**Drive-strength map**

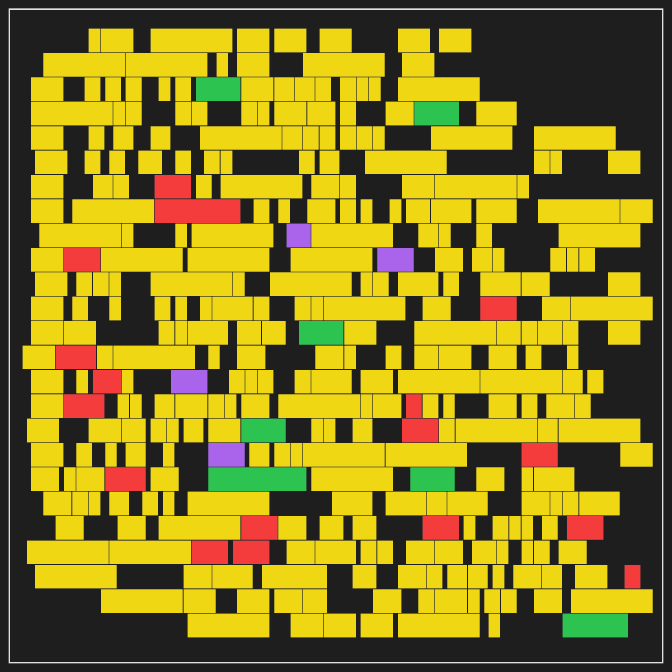
**Cell placement**

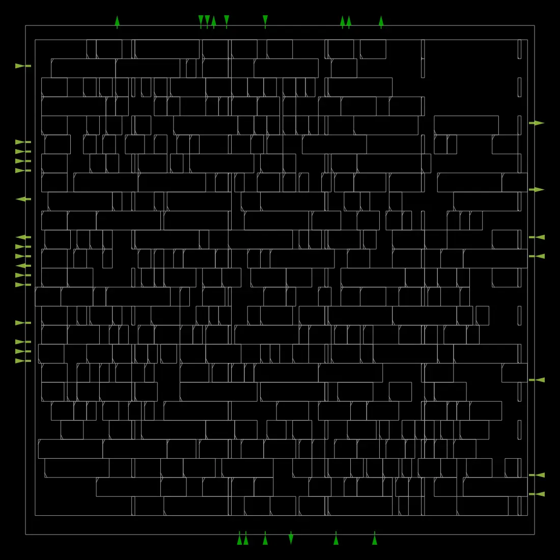
**Clock network drawn from the DEF**

The bar under the picture is 20 um long.
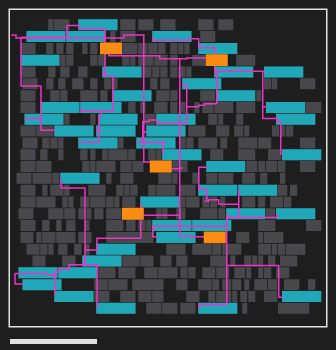
==> config.mk <==
export PLATFORM = sky130hd
export DESIGN_NAME = shifter_cmd_driver_flat
export DESIGN_NICKNAME = d
export VERILOG_FILES = /design/src/rtl/shifter_cmd_driver_if.sv /design/src/rtl/shifter_cmd_driver.sv /design/src/flat_wrapper.sv
export SDC_FILE = /design/constraint.sdc
export NUM_CORES = 1
export LEC_CHECK = 0
export CAP_MARGIN = 20
export CORE_UTILIZATION = 55
export DETAILED_ROUTE_END_ITERATION = 10
export PLACE_DENSITY_LB_ADDON = 0.3
export SYNTH_ARGS = -nofsm -noshare
export SYNTH_HDL_FRONTEND = slang
export SYNTH_SLANG_ARGS = --single-unit
export TNS_END_PERCENT = 30
==> constraint.sdc <==
create_clock -name clk -period 4.3 [get_ports clk]
set_input_delay 0.645 -clock clk [delete_from_list [all_inputs] [get_ports clk]]
set_output_delay 0.645 -clock clk [all_outputs]
set_load 0.03 [all_outputs]
==> run_results.csv <==
group,metric,value,unit
critical_path,r2r_slack,1.57,ns
logic_synthesis,synthMostInstantiatedCell,"dfrtp_1",
finish,bufAreaShareNonClock,12.0,%
logic_synthesis,ys.flops,45,
logic_synthesis,synthTopLogicFamily,"AND-OR/OR-AND gates",
global_routing,grt_first_pass_wirelength,9410,um
worst_hold_path,hold_path.class,"in2async",
power_and_ir_drop,ir_drop,0.000382,V
global_routing,grt_max_degree,46,
global_routing,grt_use_total,23.2,%
critical_path,slowest_delay,0.78,ns
power_and_ir_drop,switching_power,993,uW
placed_design,dp_hpwl,4000,um
detailed_routing,drc_errors,0,
critical_path,path_buffers,1,
finish,final_nets,367,
critical_path,crit_path_cell_trace,"inv_1, ha_1, a21boi_1, o22ai_1, a221o_1",
finish,final_layout_top_logic_cells,"44 x dfrtp_1, 38 x nand2_1, 36 x clkdlybuf4s50_1",
detailed_routing,vias_per_cell,5.75,
finish,clkbuf_count,6,
finish,clockNetworkAreaShare,3.29,%
final_timing,tns,0,ns
logic_synthesis,yosysTopAreaCell,"dfrtp_1",
global_routing,grt_util_met2,36.7,%
finish,seqCellArea,0.00113,mm^2
critical_path,cp.depth,5,
logic_synthesis,syn_inst,291,
global_routing,antenna_found_initial,0,
logic_synthesis,ys_types,49,
finish,fill_cells,399,
floorplanning,taps,67,
final_timing,fmax,366,MHz
detailed_routing,first_pass_iters,4,
placed_design,gp_congestion,0.813,
clock_network,cts_tree,"built",
global_routing,grtUsageMet1,32.6,%
finish,drive_above_1_share,8.62,%
critical_path,required,4.49,ns
detailed_routing,postRouteAntennaNets,0,
finish,lay_top_count,"dfrtp_1",
power_and_ir_drop,power_density,703,mW/mm^2
clock_network,cts_root_buf,"clkbuf_8",
finish,sh_comb_area,47.0,%
global_routing,use_met3,4.14,%
flow_run,drv_cap,0,
flow_run,warnings,31,
logic_synthesis,synth.avg_cell_area,9.46,um^2
final_timing,finalCriticalPeriod,2.73,ns
finish,nNonClkInverters,6,
finish,largestClassByArea,"multi-input combinational cells",
finish,num-multi-input-gates,227,
clock_network,hold_buffers,0,
placed_design,pre_cts_slack,1.35,ns
critical_path,reg2regPathDepth,5,
power_and_ir_drop,p_leak,0.00139,uW
final_timing,finalMaxSlewViolations,0,
detailed_routing,wl_met2,2560,um
logic_synthesis,ys_top_cells_by_count,"44 x dfrtp_1, 38 x nand2_1, 28 x o21ai_0, 24 x a21oi_1, 15 x ha_1",
detailed_routing,num_vias,2253,
logic_synthesis,netlist_area,0.00275,mm^2
placed_design,place_inst,383,
clock_network,clk_pin_slew,0.09,ns
clock_network,cts_inserted_buffers,5,
logic_synthesis,syn_nets,334,
final_timing,hold_violations,0,
logic_synthesis,topCellsByArea,"dfrtp_1 40%, ha_1 6.8%, nand2_1 5.2%, o21ai_0 5.1%, a21oi_1 4.4%",
logic_synthesis,flop_cell,"dfrtp_1",
placed_design,dpl_cell_area,0.00314,mm^2
clock_network,ctsResizeCount,0,
run_status,outcome,"completed",
detailed_routing,wl_met3,212,um
finish,stdcell_count,392,
final_timing,fin_crit_sh,63.5,%
floorplanning,floorplan.core_util,57.5,%
global_routing,top_usage_layer,"met2",
logic_synthesis,edf_count,0,
critical_path,crit_slowest_cell,"a21boi_1",
logic_synthesis,synth-async-reset-ratio,100,%
finish,finish.utilization,68.3,%
finish,diodes,0,
logic_synthesis,yosysWarningCount,0,
final_timing,whs,0.198,ns
placed_design,io_buffers,37,
detailed_routing,wire_per_inst,14.1,um
logic_synthesis,yosys.area_share.adder,7.54,%
detailed_routing,wl_met1,2700,um
critical_path,crit_type,"reg2reg",
logic_synthesis,synth.cellmix.compoundShare,20.3,%
power_and_ir_drop,p_seq_share,33.6,%
logic_synthesis,ys_cells,291,
clock_network,post_cts_buffers,0,
clock_network,ctsHtreeMaxLevel,2,
final_timing,setup_viol,0,
power_and_ir_drop,internal_power,1310,uW
power_and_ir_drop,p_seq,771,uW
power_and_ir_drop,power.group.top,"combinational cells",
final_timing,tightest_slew,0.843,ns
logic_synthesis,ys_sh_simple,17.3,%
clock_network,cts_sinks,45,
critical_path,cp-end-kind,"flip-flop",
detailed_routing,drtIter0Drc,107,
critical_path,cp.arrival,2.92,ns
power_and_ir_drop,pwr-share-comb,52.7,%
logic_synthesis,ys_chip_area,0.00275,mm^2
final_timing,rsz0062_at_grt,"false",
critical_path,critPathTopFamily,"AND-OR/OR-AND gates",
detailed_routing,wirelength,5540,um
floorplanning,die_h,72.8,um
floorplanning,dieWidth,72.8,um
clock_network,clockBufferDepth,2,
logic_synthesis,yosysTopAreaCellShare,40.0,%
logic_synthesis,ys_sh_mux,5.54,%
final_timing,maxSlewHeadroom,43.7,%
finish,sh_seq_area,34.5,%
global_routing,overflow,0,
floorplanning,ios,38,
finish,finalInstanceArea,0.00327,mm^2
floorplanning,chipArea,0.00529,mm^2
power_and_ir_drop,pg_comb,1210,uW
critical_path,crit_fanout,24,
Notes on 'drive-strength map' above:
| size | colour | cells |
|---|---|---|
| _3 and _4 cells | purple | 4 |
| _2 cells | red | 17 |
| _6 and larger | green | 7 |
| _0 and _1 cells | yellow | 297 |
Area growth, synth to finish: 18.7%
slack of the critical path: 1.57 ns
buffers outside the clock class: 39

Notes on 'cell placement' above:
core area: 0.00479 mm^2
flop count: 45
num rows: 25

Notes on 'clock network drawn from the DEF' above:
[flip-flops] cyan | count: 45
[clock wires] magenta | length: 568 um
[clock drivers] orange | count: 5
flops lie: spread over the die
routed clock nets: 6
clk ins delay skew pair: 0.30 ns
clock power share: 13.7%
Fin Clk Skew: 0.00748 ns
clk pwr: 316 uW

Power and IR drop assume default switching activity.
